==> src/rtl/vga_frame_writer_if.sv <==
// Command handshake between a drawing client and the VGA frame buffer write engine.
// The client drives the command fields and valid; the engine returns ready.
interface vga_frame_writer_if #(
  parameter int PIX_W = 3
);
  logic             cmd_valid;
  logic             cmd_ready;
  logic             cmd_op;
  logic [10:0]      cmd_x;
  logic [10:0]      cmd_y;
  logic [PIX_W-1:0] cmd_color;

  modport master (
    output cmd_valid, cmd_op, cmd_x, cmd_y, cmd_color,
    input  cmd_ready
  );

  modport slave (
    input  cmd_valid, cmd_op, cmd_x, cmd_y, cmd_color,
    output cmd_ready
  );
endinterface

==> src/rtl/vga_frame_writer.sv <==
// Write-side engine for the VGA frame buffer: PLOT writes one pixel at y*H_RES+x,
// FILL sweeps every address 0..H_RES*V_RES-1 with one latched color.
module vga_frame_writer #(
  parameter int H_RES  = 800,
  parameter int V_RES  = 480,
  parameter int ADDR_W = 19,
  parameter int PIX_W  = 3
) (
  input  logic                clk,
  input  logic                reset_n,
  vga_frame_writer_if.slave   cmd,
  output logic [ADDR_W-1:0]   write_address,
  output logic [PIX_W-1:0]    d,
  output logic                we,
  output logic                busy,
  output logic                err_oob
);

  typedef enum logic [1:0] {
    ST_IDLE = 2'd0,
    ST_PLOT = 2'd1,
    ST_FILL = 2'd2
  } state_t;

  localparam logic [ADDR_W-1:0] LAST_ADDR = ADDR_W'(H_RES * V_RES - 1);

  state_t              state_r;
  state_t              state_s;
  logic [ADDR_W-1:0]   addr_r;
  logic [ADDR_W-1:0]   addr_s;
  logic [PIX_W-1:0]    d_r;
  logic [PIX_W-1:0]    d_s;
  logic                we_r;
  logic                we_s;
  logic                busy_r;
  logic                busy_s;
  logic                err_r;
  logic                err_s;
  logic                accept_s;
  logic                in_bounds_s;
  logic [ADDR_W-1:0]   plot_addr_s;

  assign cmd.cmd_ready = (state_r == ST_IDLE) && reset_n;
  assign accept_s      = cmd.cmd_valid && cmd.cmd_ready;
  assign in_bounds_s   = (32'(cmd.cmd_x) < 32'(H_RES)) && (32'(cmd.cmd_y) < 32'(V_RES));
  // Truncation to ADDR_W is harmless: the product is only used for in-bounds coordinates.
  assign plot_addr_s   = ADDR_W'(cmd.cmd_y) * ADDR_W'(H_RES) + ADDR_W'(cmd.cmd_x);

  // Next-state and next-output logic; every output is registered below.
  always_comb begin
    state_s = state_r;
    addr_s  = addr_r;
    d_s     = d_r;
    we_s    = 1'b0;
    err_s   = 1'b0;
    case (state_r)
      ST_IDLE: begin
        if (accept_s) begin
          if (cmd.cmd_op) begin
            state_s = ST_FILL;
            addr_s  = '0;
            d_s     = cmd.cmd_color;
            we_s    = 1'b1;
          end else if (in_bounds_s) begin
            state_s = ST_PLOT;
            addr_s  = plot_addr_s;
            d_s     = cmd.cmd_color;
            we_s    = 1'b1;
          end else begin
            err_s   = 1'b1;
          end
        end else begin
          state_s = ST_IDLE;
        end
      end
      ST_PLOT: begin
        state_s = ST_IDLE;
      end
      ST_FILL: begin
        // Stop after the last address rather than wrapping back to zero.
        if (addr_r == LAST_ADDR) begin
          state_s = ST_IDLE;
        end else begin
          addr_s  = addr_r + ADDR_W'(1);
          we_s    = 1'b1;
        end
      end
      default: begin
        state_s = ST_IDLE;
      end
    endcase
    busy_s = (state_s != ST_IDLE);
  end

  // State and output registers with synchronous active-low reset.
  always_ff @(posedge clk) begin
    if (!reset_n) begin
      state_r <= ST_IDLE;
      addr_r  <= '0;
      d_r     <= '0;
      we_r    <= 1'b0;
      busy_r  <= 1'b0;
      err_r   <= 1'b0;
    end else begin
      state_r <= state_s;
      addr_r  <= addr_s;
      d_r     <= d_s;
      we_r    <= we_s;
      busy_r  <= busy_s;
      err_r   <= err_s;
    end
  end

  assign write_address = addr_r;
  assign d             = d_r;
  assign we            = we_r;
  assign busy          = busy_r;
  assign err_oob       = err_r;

endmodule
==> src/flat_wrapper.sv <==
// flat-port wrapper written by rule: the top's interface ports become plain ports
module vga_frame_writer_flat 
#(
  parameter int H_RES  = 800,
  parameter int V_RES  = 480,
  parameter int ADDR_W = 19,
  parameter int PIX_W  = 3
)
  (clk, reset_n, write_address, d, we, busy, err_oob, cmd_cmd_valid, cmd_cmd_op, cmd_cmd_x, cmd_cmd_y, cmd_cmd_color, cmd_cmd_ready);
  vga_frame_writer_if #(.PIX_W(PIX_W)) cmd_i ();
  input  logic clk;
  input  logic reset_n;
  output logic [ADDR_W-1:0] write_address;
  output logic [PIX_W-1:0] d;
  output logic we;
  output logic busy;
  output logic err_oob;
  input wire logic [$bits(cmd_i.cmd_valid)-1:0] cmd_cmd_valid;
  input wire logic [$bits(cmd_i.cmd_op)-1:0] cmd_cmd_op;
  input wire logic [$bits(cmd_i.cmd_x)-1:0] cmd_cmd_x;
  input wire logic [$bits(cmd_i.cmd_y)-1:0] cmd_cmd_y;
  input wire logic [$bits(cmd_i.cmd_color)-1:0] cmd_cmd_color;
  output wire logic [$bits(cmd_i.cmd_ready)-1:0] cmd_cmd_ready;
  assign cmd_i.cmd_valid = cmd_cmd_valid;
  assign cmd_i.cmd_op = cmd_cmd_op;
  assign cmd_i.cmd_x = cmd_cmd_x;
  assign cmd_i.cmd_y = cmd_cmd_y;
  assign cmd_i.cmd_color = cmd_cmd_color;
  assign cmd_cmd_ready = cmd_i.cmd_ready;
  vga_frame_writer #(.H_RES(H_RES), .V_RES(V_RES), .ADDR_W(ADDR_W), .PIX_W(PIX_W)) u_core (.clk(clk), .reset_n(reset_n), .cmd(cmd_i), .write_address(write_address), .d(d), .we(we), .busy(busy), .err_oob(err_oob));
endmodule
==> config.mk <==
export PLATFORM = sky130hd
export DESIGN_NAME = vga_frame_writer_flat
export DESIGN_NICKNAME = d
export VERILOG_FILES = /design/src/rtl/vga_frame_writer_if.sv /design/src/rtl/vga_frame_writer.sv /design/src/flat_wrapper.sv
export SDC_FILE = /design/constraint.sdc
export NUM_CORES = 1
export LEC_CHECK = 0
export CORE_MARGIN = 8
export CORE_UTILIZATION = 58
export CTS_CLUSTER_DIAMETER = 80
export DETAILED_ROUTE_END_ITERATION = 10
export PLACE_DENSITY = 0.88
export REMOVE_ABC_BUFFERS = 1
export SLEW_MARGIN = 30
export SYNTH_ARGS = -nofsm -noshare
export SYNTH_HDL_FRONTEND = slang
export SYNTH_SLANG_ARGS = --single-unit
==> constraint.sdc <==
create_clock -name clk -period 11.8 [get_ports clk]
set_input_delay 3.54 -clock clk [delete_from_list [all_inputs] [get_ports clk]]
set_output_delay 3.54 -clock clk [all_outputs]
set_load 0.02 [all_outputs]
run_1/detail.png
Scale bar: 10 µm. Window x 28 to 58, y 28 to 58 µm. Cells in gray, sequential cells in the stronger gray; small squares are vias.
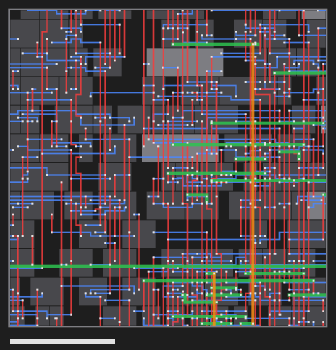
| layer | color |
|---|---|
| metal 2 | red |
| metal 3 | green |
| metal 1 | blue |
| metal 4 | orange |
netlist names of flops here include: `u_core.write_address` (2)
cells with their middle in the window: 89
most frequent: nand2_1 (9), a21oi_1 (8), xor2_1 (8)
sequential cells in the window: 2

run_1/layer_met1.png
Supply wires on this layer in gray.
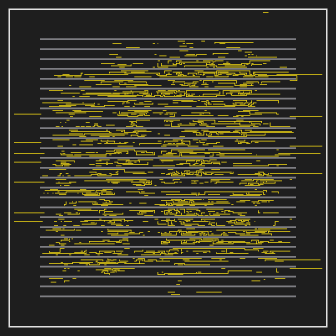
nets with wire on the layer: 442
share of all routed wire: 41%
longest straight run: 19.7 µm

==> out/results.md, run 1 <==
| Metric | Reported |
| --- | --- |
| Syn Std Cell Area | 2920 µm² |
| CTS Hold Bufs | 0 |
| Commonest Layout Cell | sky130_fd_sc_hd__clkdlybuf4s50_1 |
| Power per unit of standard cell area | 109 nW/µm² |
| Met3 layer usage reported by global route | 2.92% |
| Average vias per placed instance | 5.80 |
| Crit path DRT | 8.26 ns |
| Number of diodes | 0 |
| Clock tree from TritonCTS | done |
| Top layer in use | met4 |
| Gate Count Post-Synth | 353 |
| Area taken by flip-flops and latches | 541 µm² |
| Violation tally from detailed-route iteration zero | 249 |
| Number of endpoints failing setup at the final stage | 0 |
| Post-synthesis xor/xnor area fraction | 7.20% |
| Final-report hold violation count | 0 |
| Share of cell area taken by multi-input logic gates | 62.8% |
| Worst setup slack after layout | 2.70 ns |
| Clock Pin Slew Worst Setup and Hold Paths | 0.08 ns |
| Tally of unique sky130hd cells used after synthesis | 66 |
| Area figure in the yosys stat output | 2920 µm² |
| Simple-gate area share of the yosys netlist | 19.9% |
| Time the worst path needs with I/O delays and setup | 9.10 ns |
| Final hold slack | 0.472 ns |
| Adder share | 21.5% |
| Met2 track demand over resource in global routing | 33.9% |
| Initial antenna violation count | 0 |
| Cell type taking the most area | multi-input combinational cells |
| Last weighted congestion value of the routability-driven placer | 0.919 |
| Number of buffers added on ports | 54 |
| Proportion of cell area spent on the clock network | 1.29% |
| Layout clock buffers | 4 |
| Synth area leader | sky130_fd_sc_hd__dfxtp_1 |
| Most frequent cells after synthesis | 39 x sky130_fd_sc_hd__ha_1, 35 x sky130_fd_sc_hd__nand2_1, 27 x sky130_fd_sc_hd__dfxtp_1, 27 x sky130_fd_sc_hd__nor2_1, 26 x sky130_fd_sc_hd__a21oi_1 |
| Multi-input combinational cell area | 2190 µm² |
| Placed cell count | 465 |
| DR pass1 iterations | 5 |
| Critical path's slowest cell | sky130_fd_sc_hd__clkdlybuf4s50_1 |
| Mean Syn Cell Area | 8.27 µm² |
| Run status | completed |
| Prevailing post-synth register cell | sky130_fd_sc_hd__dfxtp_1 |
| Total cell area at the placement stage | 3450 µm² |
| Leftover overflow at the end of global routing | 0 |
| Type of the worst min-delay path | reg -> reg |
| Worst slack at placement | 2.68 ns |
| Flip-flops | 27 |
| Fraction of final layout cells sized beyond drive strength 1 | 5.51% |
| Synthesis warning total | 0 |
| Tool Warnings | 25 |
| Multiplexer share of the synthesized area | 1.42% |
| Fmax | 110 MHz |
| DP Wirelength | 5.76 mm |
| Count of non-filler cells in the finished layout | 469 |
| Setup TNS | 0 ns |
| Multi-input gates | 291 |
| Nets@finish | 475 |
| Num tapcells | 70 |
| # DRC | 0 |
| Number of global-route vias before repair | 2707 |
| Max Slew Vio Count | 0 |
| Maximum fanout along the worst path | 24 |
| Top-area cell share | 18.5% |
run_1/wires.png
Two of the layers only.
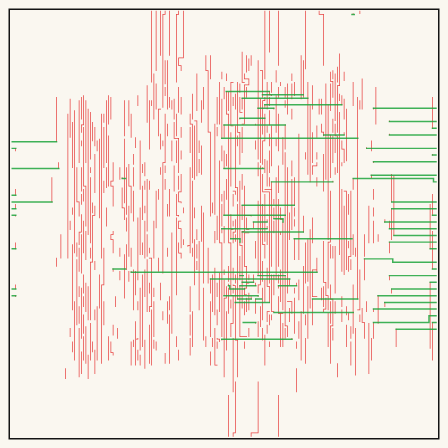
| layer | color | wire length |
|---|---|---|
| metal 3 | green | 592 µm |
| metal 2 | red | 3520 µm |
average wire length per cell after detail routing: 15.3 µm
Final Routed Wirelength: 7.19 mm

run 1: worst paths after layout:
path	startpoint	endpoint	slack (ns)	cells after the start
worst min-delay path	u_core.d[2]$_SDFFE_PN0P_	u_core.d[2]$_SDFFE_PN0P_	0.47	2
worst max-delay path	reset_n	cmd_cmd_ready	2.70	4
worst max register to register	u_core.write_address[0]$_SDFFE_PN0P_	u_core.write_address[16]$_SDFFE_PN0P_	9.54	7
worst min register to register	u_core.d[2]$_SDFFE_PN0P_	u_core.d[2]$_SDFFE_PN0P_	0.47	2
run 1: power by group:
group	internal [mW]	leakage [nW]	switching [mW]	total [mW]
logic	0.102	1.26	0.124	0.226
clock network	0.0241	0.0228	0.0273	0.0515
registers	0.0968	0.220	0.00711	0.104
run_1/io_fan.png
Scale bar: 20 µm.
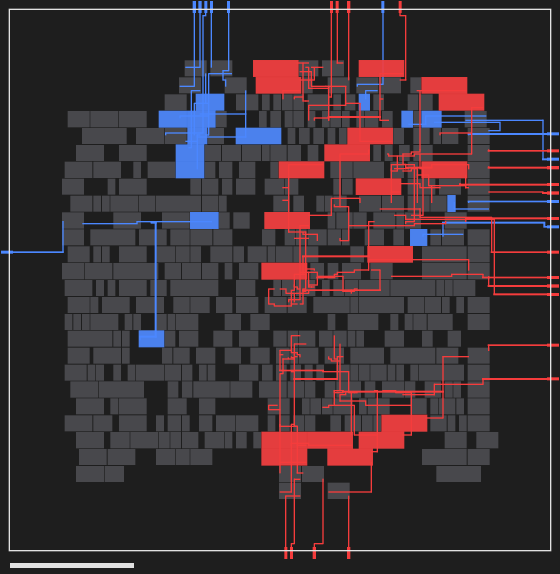

## Run 2: what changed since run 1
--- a/config.mk
+++ b/config.mk
@@ -6,10 +6,10 @@
 export NUM_CORES = 1
 export LEC_CHECK = 0
 export CORE_MARGIN = 8
-export CORE_UTILIZATION = 58
+export CORE_UTILIZATION = 53
 export CTS_CLUSTER_DIAMETER = 80
 export DETAILED_ROUTE_END_ITERATION = 10
-export PLACE_DENSITY = 0.88
+export PLACE_DENSITY = 0.81
 export REMOVE_ABC_BUFFERS = 1
 export SLEW_MARGIN = 30
 export SYNTH_ARGS = -nofsm -noshare
==> constraint.sdc (replaced) <==
create_clock -name clk -period 9.05 [get_ports clk]
set_input_delay 2.715 -clock clk [delete_from_list [all_inputs] [get_ports clk]]
set_output_delay 2.715 -clock clk [all_outputs]
set_load 0.02 [all_outputs]
run_2/io_fan.png
Scale bar: 20 µm.
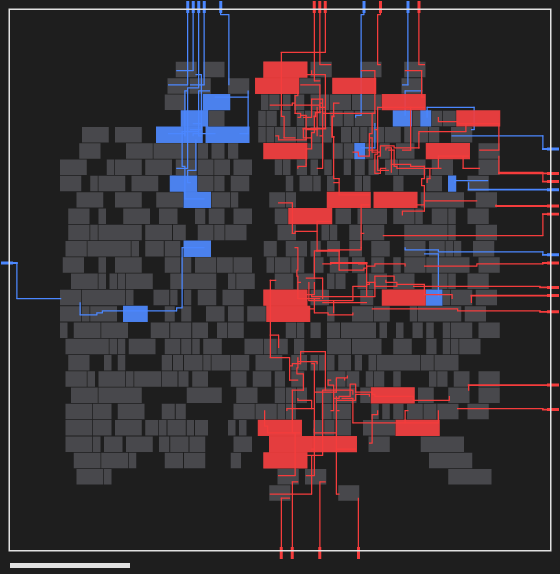
| port | color | bits | direction | edge | end cells | buffers | wire |
|---|---|---|---|---|---|---|---|
| `cmd_cmd_x` | blue | 11 | input | 7 top, 3 right, 1 left | 14 | 11 | 345 µm |
| `write_address` | red | 19 | output | 10 right, 5 top, 4 bottom | 19 | 19 | 1000 µm |

run_2/wires.png
Two of the layers only.
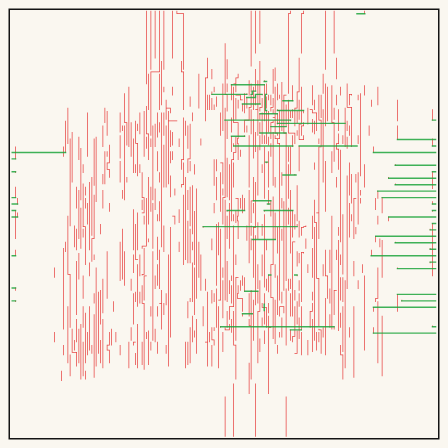
| layer | color | wire length |
|---|---|---|
| metal 2 | red | 3550 µm |
| metal 3 | green | 371 µm |

run_2/layer_met1.png
Supply wires on this layer in gray.
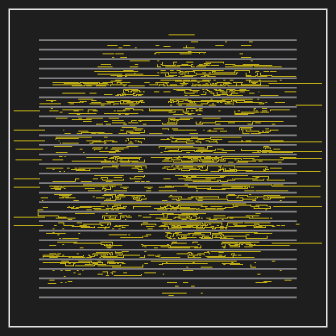
main direction: horizontal
nets with wire on the layer: 444
met1 Usage GRT: 20.4%
via count: 2752

==> run 2 against run 1 <==
  * Core utilization is 5.5 points lower
  * Clock skew is 0.0073 ns lower
  * Die size is 7.7% higher
  * Via count is 1.3% higher
  * Final cell count is 0.43% higher
  * Sequential power is 31% higher
  * Count of clock-buffer cells in the layout stayed put
  * First-iteration DRC count is 13% lower
  * Routed wire length is 0.68% higher
  * Worst setup slack worse by 1.1 ns
  * Highest routed layer unchanged
  * Total power is 31% higher
==> out/results.md, run 2 <==
| Metric | Reported | vs previous |
| --- | --- | --- |
| Run status | completed |  |
| Most frequent cells after synthesis | 39 x sky130_fd_sc_hd__ha_1, 35 x sky130_fd_sc_hd__nand2_1, 27 x sky130_fd_sc_hd__dfxtp_1, 27 x sky130_fd_sc_hd__nor2_1, 26 x sky130_fd_sc_hd__a21oi_1 |  |
| Share of the core filled with cells | 64.7% |  |
| Number of global-route vias before repair | 2781 | +2.7% |
| Adder share | 21.5% | unchanged |
| Gate Count Post-Synth | 353 | unchanged |
| Commonest Layout Cell | sky130_fd_sc_hd__clkdlybuf4s50_1 |  |
| Area figure in the yosys stat output | 2920 µm² | unchanged |
| Worst setup slack after layout | 1.59 ns | -1.11 ns |
| Post-synthesis xor/xnor area fraction | 7.20% | unchanged |
| Net switching fraction of the power | 41.7% | +0.18 points |
| Reported combinational group power | 293 µW | +30% |
| Fraction of final layout cells sized beyond drive strength 1 | 5.51% | unchanged |
| R2r startpoint | u_core.write_address[0]$_SDFFE_PN0P_ |  |
| Grt peak-use layer | met2 |  |
| Portion of total power attributed to sequential cells | 27.3% | about the same |
| Initial antenna violation count | 0 | unchanged |
| Int Pwr | 290 µW | +30% |
| Worst vdd ir | 0.0700 mV |  |
| Synth area leader | sky130_fd_sc_hd__dfxtp_1 |  |
| Minimum setup slack among reg-to-reg paths | 6.71 ns | -2.83 ns |
| R2r worst-path depth | 7 | unchanged |
| Prevailing post-synth register cell | sky130_fd_sc_hd__dfxtp_1 |  |
| DR pass1 iterations | 4 | -1 |
| Mean Syn Cell Area | 8.27 µm² | unchanged |
| Final-report hold violation count | 0 | unchanged |
| Met2 track demand over resource in global routing | 31.8% | -2.0 points |
| Clock tree from TritonCTS | done |  |
| Worst hold path startpoint | u_core.d[1]$_SDFFE_PN0P_ |  |
| Power per unit of standard cell area | 142 nW/µm² | +31% |
| CP Class | in -> out |  |
| Number of diodes | 0 | unchanged |
| Count of non-filler cells in the finished layout | 471 | +0.43% |
| Last weighted congestion value of the routability-driven placer | 0.862 | -6.2% |
| Average wire length per cell after detail routing | 15.4 µm | +0.25% |
| Cells on Worst Hold Path | 2 | unchanged |
| Syn Std Cell Area | 2920 µm² | unchanged |
| Top layer in use | met4 |  |
| Tally of unique sky130hd cells used after synthesis | 66 | unchanged |
| Time the worst path needs with I/O delays and setup | 7.46 ns |  |
| CTS Hold Bufs | 0 | unchanged |
| Critical path's slowest cell | sky130_fd_sc_hd__clkdlybuf4s50_1 |  |
| Number of buffers added on ports | 54 | unchanged |
| Placed cell count | 467 | +0.43% |
| Clk pwr | 68.8 µW | +34% |
| # DRC | 0 | unchanged |
| Worst-case hold path end point | u_core.d[1]$_SDFFE_PN0P_ |  |
| Final Routed Wirelength | 7.23 mm | +0.68% |
| Switching Power | 207 µW | +31% |
| Total cell area at the placement stage | 3450 µm² | about the same |
| Top-area cell share | 18.5% | unchanged |
| Maximum fanout along the worst path | 24 | unchanged |
| Final hold slack | 0.471 ns | -0.000330 ns |
| Synthesis-stage register bit count | 27 |  |
| Average vias per placed instance | 5.84 | +0.82% |
| Relative contribution of the clock network to total power | 13.8% | +0.3 points |
| DP Wirelength | 5.75 mm | -0.23% |
| Leftover overflow at the end of global routing | 0 | unchanged |
| Multiplexer share of the synthesized area | 1.42% | unchanged |
| Sequential power | 136 µW | +31% |
| Nets@finish | 475 | unchanged |
| Combinational share of power | 58.9% | -0.3 points |
| Crit path DRT | 6.34 ns | -1.92 ns |
| Type of the worst min-delay path | reg -> reg |  |
| Fmax | 134 MHz |  |
| Clock Pin Slew Worst Setup and Hold Paths | 0.09 ns | about the same |
| Worst slack at placement | 1.61 ns | -1.07 ns |
| Worst reg2reg path endpoint | u_core.write_address[16]$_SDFFE_PN0P_ |  |
| Max Slew Vio Count | 0 | unchanged |
| Setup TNS | 0 ns | unchanged |
| Number of endpoints failing setup at the final stage | 0 | unchanged |
| Violation tally from detailed-route iteration zero | 217 | -13% |
| Simple-gate area share of the yosys netlist | 19.9% | unchanged |
## run 2: how the worst max path moves through the flow
stage	start	end	slack, ns	cells after the start
5_1_grt	reset_n	cmd_cmd_ready	1.45	4
6_report	reset_n	cmd_cmd_ready	1.59	4
4_1_cts	reset_n	cmd_cmd_ready	1.62	4
3_3_place_gp	reset_n	cmd_cmd_ready	1.64	4
2_1_floorplan	reset_n	cmd_cmd_ready	3.21	2
3_5_place_dp	reset_n	cmd_cmd_ready	1.61	4
## run 2: final cells by class
cell class / count / area (µm²) / area share, %
clock buffers: 4 / 45.0 / 1.29
inverters: 23 / 86.3 / 2.47
multi-input cells: 291 / 2190 / 62.7
flip-flops and latches: 27 / 541 / 15.5
well taps: 72 / 90.1 / 2.58
repair buffers: 54 / 541 / 15.5
run_2/clocks.png
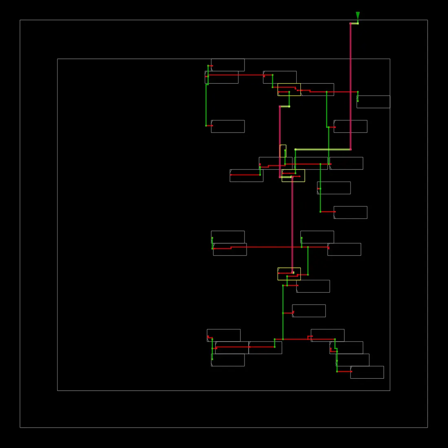

## Run 3: what changed since run 2
--- a/config.mk
+++ b/config.mk
@@ -6,10 +6,10 @@
 export NUM_CORES = 1
 export LEC_CHECK = 0
 export CORE_MARGIN = 8
-export CORE_UTILIZATION = 53
+export CORE_UTILIZATION = 48
 export CTS_CLUSTER_DIAMETER = 80
 export DETAILED_ROUTE_END_ITERATION = 10
-export PLACE_DENSITY = 0.81
+export PLACE_DENSITY = 0.77
 export REMOVE_ABC_BUFFERS = 1
 export SLEW_MARGIN = 30
 export SYNTH_ARGS = -nofsm -noshare
==> constraint.sdc (replaced) <==
create_clock -name clk -period 6.3 [get_ports clk]
set_input_delay 1.89 -clock clk [delete_from_list [all_inputs] [get_ports clk]]
set_output_delay 1.89 -clock clk [all_outputs]
set_load 0.02 [all_outputs]
run_3/clocks.png
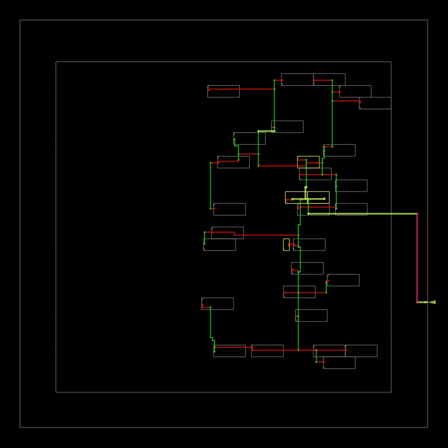
clk pwr: 99.5 µW
flip-flops: 27

run_3/layer_met1.png
Supply wires on this layer in gray.
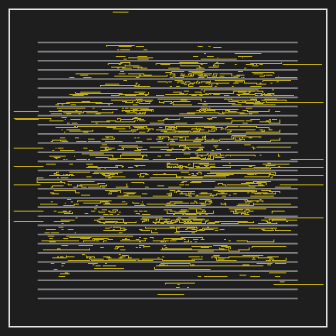
share of all routed wire: 44%
main direction: horizontal
nets with wire on the layer: 435
met1 Usage GRT: 19.8%
via count: 2702

==> run 3 against run 2 <==
  * Total power grew 43%
  * Routed wire length down 1.6%
  * Worst setup slack worse by 0.70 ns
  * Global-route usage fell by 1.8 points
  * Sequential share of layout area about the same
  * Clock power rose by 45%
  * Sequential cell count unchanged
  * Register-to-register slack worse by 2.6 ns
  * First-iteration DRC count decreased by 11%
  * Sequential power grew 43%
  * Clock skew rose by 0.0034 ns
==> out/results.md, run 3 <==
| Metric | Reported | vs previous |
| --- | --- | --- |
| Run status | completed |  |
| Gate Count Post-Synth | 353 | unchanged |
| Area taken by flip-flops and latches | 541 µm² | unchanged |
| RSZ-0062 raised after global routing | no |  |
| Synthesis warning total | 0 |  |
| Worst-case hold path end point | u_core.d[0]$_SDFFE_PN0P_ |  |
| Total number of H-tree levels | 1 |  |
| Cells taking the most area after synthesis | sky130_fd_sc_hd__dfxtp_1 19%, sky130_fd_sc_hd__ha_1 17%, sky130_fd_sc_hd__fa_1 4.8%, sky130_fd_sc_hd__nand2_1 4.5%, sky130_fd_sc_hd__a21oi_1 4.5% |  |
| Worst slack at placement | 0.856 ns | -0.753 ns |
| DR pass1 iterations | 4 | unchanged |
| Global-route wire length before repair | 11.6 mm |  |
| Multi-input gates | 291 | unchanged |
| Syn Std Cell Area | 2920 µm² | unchanged |
| Total cell area at the placement stage | 3460 µm² | +0.33% |
| Top layer in use | met4 |  |
| Worst hold path startpoint | u_core.d[0]$_SDFFE_PN0P_ |  |
| Destination of the critical timing path | cmd_cmd_ready |  |
| Most numerous logic cells after layout | 54 x sky130_fd_sc_hd__clkdlybuf4s50_1, 39 x sky130_fd_sc_hd__ha_1, 35 x sky130_fd_sc_hd__nand2_1 |  |
| Time the worst path needs with I/O delays and setup | 5.41 ns |  |
| Final Routed Wirelength | 7.12 mm | -1.6% |
| Async set-reset flop share out of synthesis | 0% |  |
| DP Wirelength | 5.79 mm | +0.67% |
| Area figure in the yosys stat output | 2920 µm² | unchanged |
| Nets@finish | 476 | +0.21% |
| Critical path's largest stage delay | 0.62 ns |  |
| Horizontal die size | 94.0 µm |  |
| Tally of unique sky130hd cells used after synthesis | 66 | unchanged |
| Signal arrival time at the worst endpoint | 3.52 ns |  |
| TritonCTS Buffers | 3 |  |
| Proportion of cell area spent on the clock network | 1.28% | -0.0041 points |
| Area added between synthesis and finish | 20.2% |  |
| Most frequent cells after synthesis | 39 x sky130_fd_sc_hd__ha_1, 35 x sky130_fd_sc_hd__nand2_1, 27 x sky130_fd_sc_hd__dfxtp_1, 27 x sky130_fd_sc_hd__nor2_1, 26 x sky130_fd_sc_hd__a21oi_1 |  |
| Fraction of final layout cells sized beyond drive strength 1 | 5.75% | +0.24 points |
| Share of the core filled with cells | 59.6% | -5.1 points |
| Multi-input combinational cell area | 2190 µm² | unchanged |
| Count of filler cells inserted in the layout | 554 |  |
| Maximum number of pins on one net before global-route repair | 25 |  |
| Synthesis-stage register bit count | 27 | unchanged |
| Final-report hold violation count | 0 | unchanged |
| Row count | 28 |  |
| Num tapcells | 75 | +4.2% |
| R2r startpoint | u_core.write_address[0]$_SDFFE_PN0P_ |  |
| # resized after CTS | 0 |  |
| Layout clock buffers | 4 | unchanged |
| Crit path top cell by count | sky130_fd_sc_hd__clkdlybuf4s50_1 |  |
| Routed length on met1 | 3.12 mm |  |
| Prevailing post-synth register cell | sky130_fd_sc_hd__dfxtp_1 |  |
| Number of buffers added for setup after CTS | 0 |  |
| Die height | 94.0 µm |  |
| # DRC | 0 | unchanged |
| Latest clock arrival within the worst-skew pair | 0.27 ns |  |
| Met3 routed wirelength | 468 µm |  |
| Max reg flops | 19 |  |
| Last weighted congestion value of the routability-driven placer | 0.845 | -1.9% |
| Number of inverters outside the clock class in the layout | 23 | unchanged |
| Top-area cell share | 18.5% | unchanged |
| Leftover overflow at the end of global routing | 0 | unchanged |
| Number of enable flip-flop cells | 0 |  |
| Root buf cell | sky130_fd_sc_hd__clkbuf_8 |  |
| Share of the cycle needed by the critical path after routing | 85.8% |  |
| Worst setup slack after layout | 0.894 ns | -0.698 ns |
| Non-clk buf share | 15.6% | +0.16 points |
| CTS Hold Bufs | 0 | unchanged |
| Count of non-filler cells in the finished layout | 475 | +0.85% |
| CP Class | in -> out |  |
| Minimum setup slack among reg-to-reg paths | 4.08 ns | -2.63 ns |
| Aggregate global-route resource usage | 15.7% |  |
| Total of max-cap violations | 0 |  |
| Power per unit of standard cell area | 203 nW/µm² | +43% |
| Clock tree from TritonCTS | done |  |
| Type of the worst min-delay path | reg -> reg |  |
| Tool Warnings | 25 |  |
| Initial antenna violation count | 0 | unchanged |
| Clock skew | 0.00487 ns |  |
| Clock Pin Slew Worst Setup and Hold Paths | 0.09 ns | about the same |
| Average vias per placed instance | 5.69 | -2.6% |
| Critical path's slowest cell | sky130_fd_sc_hd__clkdlybuf4s50_1 |  |
| Grt peak-use layer | met2 |  |
| Startpoint of the most critical setup path | reset_n |  |
| Total power consumption of the routed design | 714 µW |  |
| Commonest Layout Cell | sky130_fd_sc_hd__clkdlybuf4s50_1 |  |
| Clock tree buffer depth | 2 |  |
| Max Slew Vio Count | 0 | unchanged |
| Maximum fanout along the worst path | 24 | unchanged |
| R2r worst-path depth | 7 | unchanged |
| Setup TNS | 0 ns | unchanged |
| Number of global-route vias before repair | 2529 | -9.1% |
| Critical path endpoint category | output pin |  |
| Synth area leader | sky130_fd_sc_hd__dfxtp_1 |  |
| Cells on Worst Hold Path | 2 | unchanged |
| Worst setup SP type | primary input |  |
| Sequential portion of the cell area | 15.4% | -0.050 points |
| Crit path DRT | 4.41 ns | -1.93 ns |
| Number of diodes | 0 | unchanged |
| Violation tally from detailed-route iteration zero | 194 | -11% |
| Final hold slack | 0.474 ns | +0.00248 ns |
| Buffers excl. clock | 55 | +1.9% |
| Overall chip area | 8830 µm² |  |
| Synth top cell by count | sky130_fd_sc_hd__ha_1 |  |
| Tightest Pin Transition | 0.893 ns |  |
| Number of clock sinks seen by CTS | 27 |  |
| Placed cell count | 471 | +0.86% |
| Core box area | 5890 µm² |  |
| Worst vdd ir | 0.127 mV | +81% |
| Met3 layer usage reported by global route | 2.00% |  |
| Pre-Place Util | 49.6% |  |
| Post-route ant nets | 0 |  |
| Cell type taking the most area | multi-input combinational cells |  |
| Final std cell area, no fill | 3510 µm² |  |
| Register share after synthesis | 18.5% |  |
| Fmax | 185 MHz |  |
| Share of cell area taken by multi-input logic gates | 62.5% | -0.20 points |
| Met2 track demand over resource in global routing | 27.8% | -4.0 points |
| Average wire length per cell after detail routing | 15.0 µm | -2.4% |
| Cell total in the yosys stat output | 353 |  |
| Met2 WL post-DR | 3.49 mm |  |
| Mean Syn Cell Area | 8.27 µm² | unchanged |
| Chain of cells forming the critical path | clkdlybuf4s50_1 -> buf_4 -> nand2b_1 -> nor2_1 -> clkdlybuf4s50_1 |  |
| Max transition margin | 40.2% |  |
| Worst reg2reg path endpoint | u_core.write_address[16]$_SDFFE_PN0P_ |  |
| Number of endpoints failing setup at the final stage | 0 | unchanged |
| LEAKAGE | 1.51 nW |  |
run_3/io_fan.png
Scale bar: 20 µm.
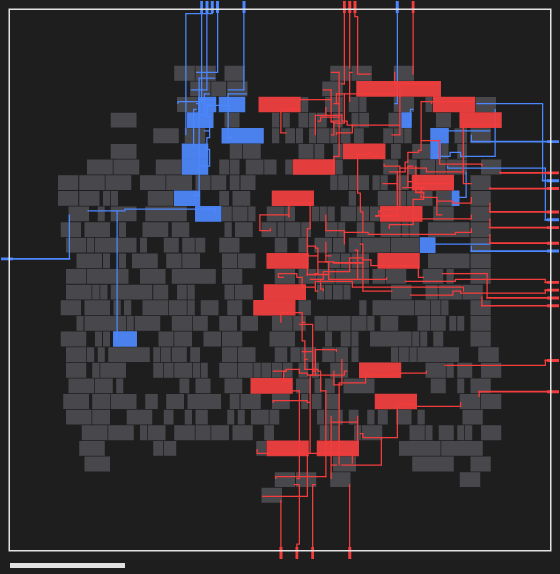
| port | color | bits | direction | edge | end cells | buffers | wire |
|---|---|---|---|---|---|---|---|
| `cmd_cmd_x` | blue | 11 | input | 6 top, 4 right, 1 left | 14 | 11 | 373 µm |
| `write_address` | red | 19 | output | 11 right, 4 bottom, 4 top | 19 | 19 | 1010 µm |
number of buffers added on ports: 54
num ports: 55

[run 3: cell counts after synthesis]
Identical to the previous run, type by type.
[run 3: power breakdown]
part | total, mW | switching, mW | leakage, nW | internal [mW]
registers | 0.195 | 0.0138 | 0.220 | 0.181
clock network | 0.0995 | 0.0542 | 0.0228 | 0.0453
logic | 0.419 | 0.228 | 1.27 | 0.191
[run 3: worst max-delay path: cells and delay by family]
kind / cells / cell delay, ns
buffers and inverters: 3 / 1.33
AND/OR/NAND/NOR: 2 / 0.29
[run 3: cells by family after synthesis]
| kind of cell | Yosys count | share of synthesized area [%] |
|---|---|---|
| fa+ha+maj | 46 | 21.5 |
| xor+xnor | 24 | 7.20 |
| flops | 27 | 18.5 |
| mux | 4 | 1.42 |
| compound gates | 105 | 25.1 |
| buf+inv | 35 | 6.30 |
| simple gates | 112 | 19.9 |
Power is estimated from default activity; no workload was simulated.
